Design stopwatch_ctrl, sky130hd; sources not shown.
==> run_1/class_map.png <==
Fill, decap, tap and diode cells in grey.
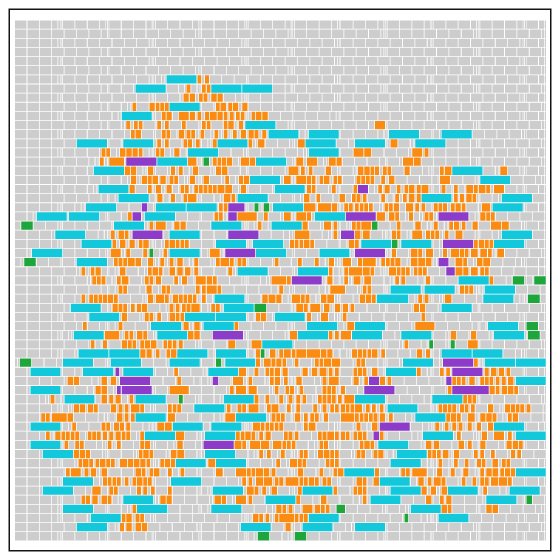
legend:
  remaining buffers and delay cells:
    colour: green
    cells: 25
  remaining logic cells:
    colour: orange
    cells: 1014
  registers:
    colour: cyan
    cells: 157
  clock drivers and dummy loads:
    colour: purple
    cells: 32
flop share of the area: 40.2%
post-route core utilization: 39.8%
Core Area: 24500 sq um
num rows: 57
final instance area: 9770 sq um

==> run_1/layers.png <==
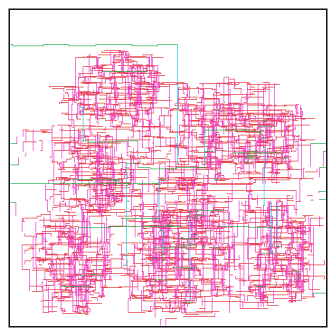
legend:
  M3:
    colour: green
    wire_length: 675 microns
  M2:
    colour: magenta
    wire_length: 8360 microns
  M4:
    colour: cyan
    wire_length: 303 microns
  M1:
    colour: red
    wire_length: 9700 microns
routed vias: 7381
All-Layer GR Usage: 15.8%
post-detailed-route wirelength per cell: 12.3 microns

==> run_1/sizing.png <==
Bar = 50 microns.
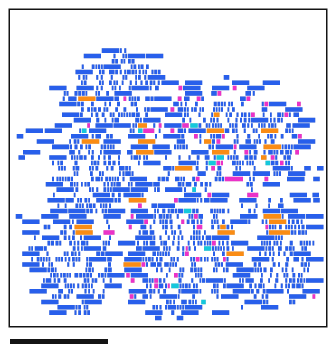
legend:
  x3 and x4:
    colour: cyan
    cells: 11
    share: 0.90%
  x6 and larger:
    colour: orange
    cells: 23
    share: 1.9%
  x1 and smaller:
    colour: blue
    cells: 1136
    share: 93%
  x2:
    colour: magenta
    cells: 58
    share: 4.7%
Setup WS post-layout: 0.0563 ns
Signal buffers: 25
Area Growth Syn to Fin: 10.8%

==> run_1/placed.png <==
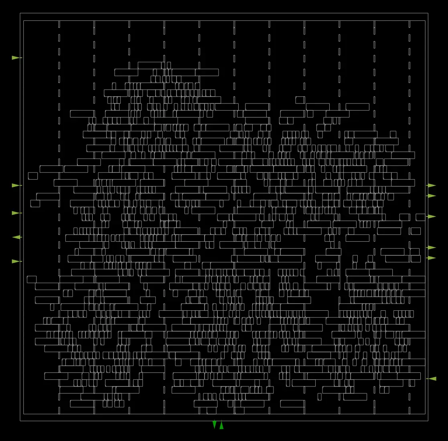
sequential cells: 157
fill count: 2534
Well Taps: 324

==> results_slide.txt, run 1 <==
Implementation Results

Critical path
  – Critical path data arrival time: 1.78 ns
  – Critical Path Max Stage Delay: 0.80 ns
  – CP Class: register to primary output
  – CP max stage cell: clkdlybuf4s50_1
  – Critical path required time: 1.84 ns
  – Crit path max-delay family: buffers and inverters
  – CP Launch Type: register
  – Worst R2R Path Depth: 10
  – Worst-path cell chain: clkdlybuf4s50_1
  – Crit-path max FO: 3
  – R2r setup slk: 0.27 ns
  – Crit. End Element: primary output
  – Crit. path cell count: 1
  – Bufs and invs on worst path: 1

Clock tree
  – Clk latency late pin: 0.43 ns
  – CTS Hold Bufs: 0
  – Clock buffer depth: 2
  – # Post-CTS Setup Buffers: 0
  – CTS tree: done
  – H-tree levels: 4
  – Clk sinks: 157
  – Worst-path clk slew: 0.06 ns
  – Root Buffer: clkbuf_16
  – CTS resizes: 0
  – Num CTS Buffers: 17

Routing
  – Total routed wirelength: 19000 microns
  – Post-route ant nets: 0
  – Avg Vias per Cell: 4.76
  – DRC errors left: 0
  – First-pass detailed-route iteration total: 5
  – DRT iter0 DRCs: 523

Die
  – Io pins: 13
  – Die W: 161 microns
  – Die Y-Extent: 161 microns
  – Core utilization before placement: 35.9%
  – Die area: 25800 sq um

Global routing
  – Initial antenna violation count: 0
  – Grt total ovfl: 0
  – Largest net degree at the start of global routing: 57
  – Global-route wire length before repair: 33300 microns
  – Vias in the first global route: 7129

Yosys
  – Number of enable flip-flop cells: 0
  – Mean Syn Cell Area: 7.46 sq um
  – Area leader share: 44.3%
  – Yosys synthesis chip area: 8820 sq um
  – Dominant flop cell: dfrtp_1
  – Synthesized area: 8820 sq um
  – Post-Syn Nets: 1197
  – Main area contributors: dfrtp_1, nand2_1, nor2_1
  – Most instantiated cells after synthesis: nand2_1, nor2_1, dfrtp_1, inv_1, nand3_1
  – Post-synth top area cell: dfrtp_1
  – Seq share, synth: 44.6%
  – Synth flops: 157
  – Synthesized instance count: 1183
  – Ys async rst share: 100%
  – Yosys warnings: 0
  – Cell Type Count: 44
  – Yosys stat cell total: 1183
  – Most common cell in the synthesized netlist: nand2_1

Job
  – Max Cap Viol: 0
  – Number of warnings in the stage logs: 27

Pwr
  – Sw Pwr: 1.22 mW
  – Sequential share of power: 49.7%
  – P per Cell Area: 542 nW/um^2
  – Internal: 4.08 mW
  – Sw Ratio: 23.0%
  – Comb pwr share: 2.4%
  – Pwr Total: 5.30 mW
  – Lkg Pwr: 4.32 nW
  – VDD IR max: 0.401 mV
  – Clock share of power: 47.8%

Place
  – HPWL Detailed: 13800 microns
  – GP Congestion: 0.894
  – Placement Cell Area: 9350 sq um
  – IO Port Bufs: 12
  – Pre-CTS WS: 0.487 ns

Layout
  – Final net count: 1229
  – Antenna cell count: 0
  – Number of flip-flops in the largest register: 80
  – Ratio of cells with drive above 1 in the final layout: 7.49%
  – Logic area: 4090 sq um
  – Register Area: 3930 sq um

STA
  – Worst Clk Skew: 0.0110 ns
  – Fin. max-slew vios: 0
  – Cycle use final: 97.7%
  – Setup TNS: 0 ns
  – RSZ-0062 raised after global routing: no
  – Final setup violation count: 0
  – F_max: 418 MHz
  – Max-Slew Margin vs Limit: 3.69%
  – Clock period minus worst slack: 2.39 ns
  – Worst Tran Pin Value: 1.44 ns
  – Fin. Hold Viols: 0

Worst hold path
  – Hold Path Depth: 0
  – Worst Hold Class: register to register

Outcome
  – Status: finished, final reports clean
[run 1: metrics by stage]
stage	hold WS [ns]	instances	utilization (%)
after floorplan	0.317	1183	-
after global placement	0.335	1520	38.1
after detailed placement	0.336	1520	38.1
after CTS	0.163	1552	40.4
after global routing	0.353	1552	39.8
final	0.349	1552	39.8
[run 1: power groups by stage]
stage               Clock (mW)  Sequential (mW)  Combinational, mW
floorplan                    0             2.68             0.0540
global placement             0             2.68              0.144
global route              2.73             2.64              0.155
finish                    2.53             2.64              0.128
detailed placement           0             2.68              0.146
CTS                       2.62             2.63              0.146
[run 1: cells by family (layout without fill, tap and decap cells)]
kind of cell    Yosys count  after routing  share of synthesized area, %
xor+xnor                 36             36                          3.83
compound gates          121            121                          7.49
flops                   157            157                          44.6
fa+ha+maj                 8              8                          1.13
simple gates            686            686                          34.7
buf+inv                 175            220                          8.27
[run 1: layout make-up]
cell class	instances	area share [%]
clock buffer	20	4.57
clock inverter	12	1.13
inverter	163	6.30
multi-input combinational	851	41.9
sequential	157	40.2
tap	324	4.15
timing repair buffer	25	1.78
[run 1: cells in the final DEF, fill, tap and decap left out, types with 5 or more instances in the layout]
master,instances
nand2_1,288
nor2_2,34
clkbuf_1,9
a211oi_1,5
inv_1,158
xor2_1,28
clkinv_2,5
nor2_4,5
nand4_1,27
nand3_1,94
nand3b_1,6
dfrtp_1,156
o21ai_0,50
ha_1,8
nor2_1,175
clkbuf_2,6
nor3_1,46
clkbuf_16,17
xnor2_1,5
o21a_1,5
a21oi_1,50
dlygate4sd3_1,10
[run 1: layer usage]
metal | part of all wire (%) | GRT usage (%) | vias to the layer above
met5 | 0 | 0 | -
met4 | 1.6 | 5.53 | 0
met3 | 3.5 | 3.13 | 23
met2 | 44 | 24.5 | 124
met1 | 51 | 21.8 | 3394
li1 | - | - | 3840
==> run_1/clock_wires.png <==
Bar = 50 microns.
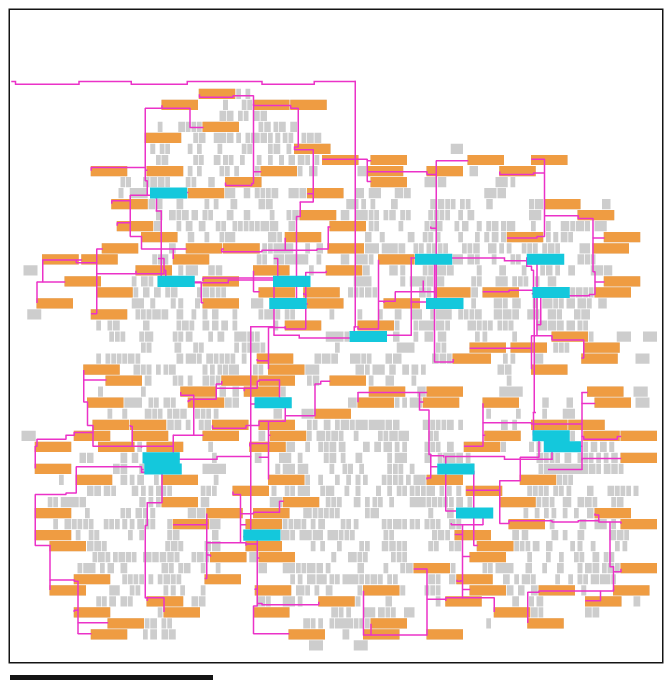

## Run 2: what changed since run 1
--- a/config.mk
+++ b/config.mk
@@ -9,7 +9,8 @@
 export CAP_MARGIN = 40
 export CORE_UTILIZATION = 35
 export DETAILED_ROUTE_END_ITERATION = 12
-export GPL_TIMING_DRIVEN = 1
+export DONT_BUFFER_PORTS = 1
+export GPL_TIMING_DRIVEN = 0
 export RECOVER_POWER = 100
 export SLEW_MARGIN = 10
 export SYNTH_ARGS = -nofsm -noshare
==> run_2/clock_wires.png <==
Bar = 50 microns.
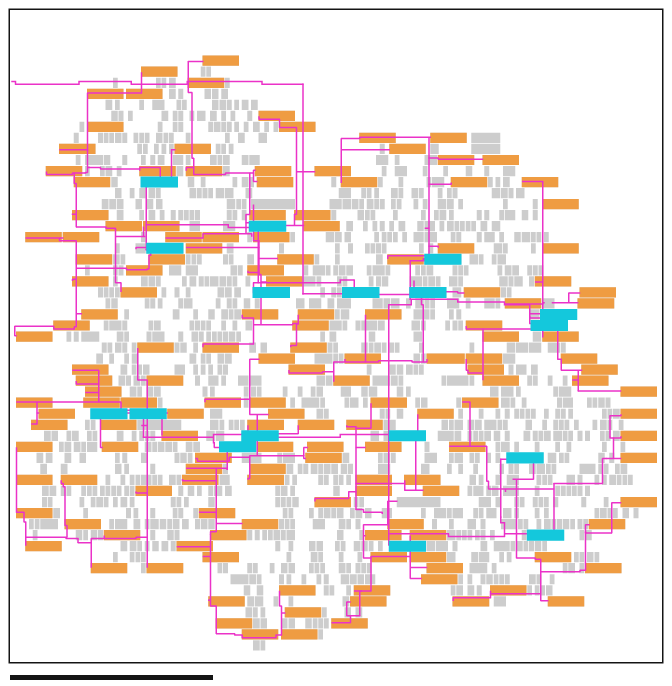
legend:
  clock-net drivers:
    colour: cyan
    count: 17
  flip-flops:
    colour: orange
    count: 157
  clock wires:
    colour: magenta
    length: 2190 microns
routed clock nets: 18
clock share of power: 50.5%
Worst Clk Skew: 0.00881 ns

==> run 2 against run 1 <==
The run now ends with hold timing left. Design area fell by 0.90%. Worst setup slack improved by 0.36 ns. First-iteration DRC count fell by 3.6%. Core utilization fell by 0.36 points. Register-to-register slack improved by 0.15 ns. Clock-buffer cell count rose by 1. Synthesized area did not move. Final cell count fell by 0.84%.
==> results_slide.txt, run 2 <==
Implementation Results

STA
  – Worst Tran Pin Value: 0.970 ns (-0.475 ns)
  – Cycle use final: 82.9% (-15 points)
  – RSZ-0062 raised after global routing: no
  – Hold_ws: -0.125 ns (-0.474 ns)
  – F_max: 492 MHz (+18%)
  – Setup WS post-layout: 0.419 ns (+0.362 ns)
  – Setup TNS: 0 ns (unchanged)
  – Clock period minus worst slack: 2.03 ns (-0.362 ns)
  – Fin. max-slew vios: 0 (unchanged)
  – Fin. Hold Viols: 156 (+156)

Critical path
  – Worst-path cell chain: inv_1 -> nand2_1 -> ha_1 -> inv_1 -> nand3_1 -> clkbuf_2 -> nand2_1 -> inv_6 -> buf_12 -> nor2_1
  – Critical Path Max Stage Delay: 0.37 ns (-0.43 ns)
  – Crit-path max FO: 10 (+7)
  – Critical path data arrival time: 2.38 ns (+0.60 ns)
  – CP Class: register to register
  – Crit. End Element: register
  – Worst R2R Path Depth: 10 (unchanged)
  – R2r setup slk: 0.42 ns (+0.15 ns)
  – CP max stage cell: dfrtp_1
  – Critical path required time: 2.80 ns (+0.96 ns)

Yosys
  – Synth flops: 157 (unchanged)
  – Yosys stat cell total: 1183 (unchanged)
  – Synthesized instance count: 1183 (unchanged)
  – Main area contributors: dfrtp_1, nand2_1, nor2_1
  – Mean Syn Cell Area: 7.46 sq um (unchanged)
  – Yosys warnings: 0 (unchanged)
  – Number of enable flip-flop cells: 0 (unchanged)
  – Most instantiated cells after synthesis: nand2_1, nor2_1, dfrtp_1, inv_1, nand3_1
  – Ys async rst share: 100% (unchanged)
  – Yosys synthesis chip area: 8820 sq um (unchanged)
  – Post-synth top area cell: dfrtp_1
  – Seq share, synth: 44.6% (unchanged)

Die
  – Die Y-Extent: 161 microns (unchanged)
  – Die W: 161 microns (unchanged)
  – Die area: 25800 sq um (unchanged)
  – Io pins: 13 (unchanged)
  – Core utilization before placement: 35.9% (unchanged)
  – Num rows: 57 (unchanged)
  – Core Area: 24500 sq um (unchanged)

Layout
  – Dominant logic cell type in the layout: nand2_1
  – Final instance area: 9690 sq um (-0.90%)
  – Top Layout Cells: nand2_1, nor2_1, inv_1, dfrtp_1, nand3_1
  – Number of flip-flops in the largest register: 80 (unchanged)
  – Antenna cell count: 0 (unchanged)
  – Ratio of cells with drive above 1 in the final layout: 5.76% (-1.7 points)
  – Area Growth Syn to Fin: 9.83%

Routing
  – Total routed wirelength: 18800 microns (-1.1%)
  – Routed vias: 7320 (-0.83%)
  – Post-route ant nets: 0 (unchanged)
  – Post-detailed-route wirelength per cell: 12.2 microns (-0.26%)
  – DRT iter0 DRCs: 504 (-3.6%)
  – DRC errors left: 0 (unchanged)
  – First-pass detailed-route iteration total: 5 (unchanged)
  – Avg Vias per Cell: 4.76 (about the same)

Clock tree
  – Clk sinks: 157 (unchanged)
  – H-tree levels: 4 (unchanged)
  – Num CTS Buffers: 17 (unchanged)
  – CTS tree: done
  – Clock buffer depth: 2 (unchanged)
  – Root Buffer: clkbuf_16
  – Worst-path clk slew: 0.07 ns (about the same)
  – # Post-CTS Setup Buffers: 0 (unchanged)
  – Clk latency late pin: 0.43 ns (about the same)
  – CTS resizes: 0 (unchanged)

Place
  – IO Port Bufs: 0 (-12)
  – Pre-CTS WS: 0.563 ns (+0.0765 ns)
  – GP Congestion: 0.877 (-1.9%)
  – HPWL Detailed: 13400 microns (-2.7%)
  – Placement Cell Area: 9230 sq um (-1.3%)

Global routing
  – Global-route wire length before repair: 32900 microns (-1.3%)
  – Initial antenna violation count: 0 (unchanged)
  – Grt total ovfl: 0 (unchanged)
  – Largest net degree at the start of global routing: 158 (+180%)
  – Vias in the first global route: 6937 (-2.7%)
  – All-Layer GR Usage: 15.6% (-0.20 points)

Pwr
  – VDD IR max: 0.504 mV (+26%)
  – Pwr Total: 5.46 mW (+3.1%)
  – Lkg Pwr: 4.28 nW (-1.1%)

Worst hold path
  – Worst Hold Class: input port to async pin

Job
  – Max Cap Viol: 0 (unchanged)

Outcome
  – Failing checks: hold timing
  – Status: finished with violations
## run 2: cell counts after synthesis
Identical to the previous run, type by type.
## run 2: critical path, delay by kind of cell, from the launching register on
family / cells / cell delay, ns
fa+ha+maj: 1 / 0.22
buf+inv: 5 / 0.75
flops: 1 / 0.37
simple gates: 4 / 0.62
## run 2: metal layers
| metal | track usage (%) | routed length, microns | up-vias | part of all wire [%] |
|---|---|---|---|---|
| li1 | - | - | 3826 | - |
| met1 | 21.3 | 9560 | 3370 | 51 |
| met2 | 24.3 | 8310 | 99 | 44 |
| met3 | 3.74 | 662 | 25 | 3.5 |
| met4 | 4.67 | 305 | 0 | 1.6 |
| met5 | 0 | 0 | - | 0 |
## run 2: layout make-up
class	instances	area, sq um
inverters	163	621
flip-flops and latches	157	3930
clock buffers	21	450
multi-input cells	851	4020
clock inverters	11	158
well taps	324	405
fillers	2591	14800
plain buffers	12	98.8
## run 2: per-stage QoR
step           utilization (%)  instances
3_5_place_dp              37.6       1507
2_1_floorplan                -       1183
5_1_grt                   39.5       1539
6_report                  39.5       1539
4_1_cts                   40.1       1539
3_3_place_gp              37.6       1507
## run 2: where the power goes
group          leakage, nW  total (mW)  switching, mW  internal [mW]
sequential            2.15        2.63         0.0192           2.61
combinational         1.85      0.0672         0.0450         0.0222
clock                0.282        2.76           1.11           1.65
## run 2: logic make-up (layout without fill, tap and decap cells)
group / after synthesis / after routing / synth area share, %
buffers and inverters: 175 / 207 / 8.27
DFF: 157 / 157 / 44.6
and+or+nand+nor: 686 / 686 / 34.7
xor gates and xnor gates: 36 / 36 / 3.83
AOI/OAI and AO/OA: 121 / 121 / 7.49
adders and majority gates: 8 / 8 / 1.13
Power is estimated from default activity; no workload was simulated.
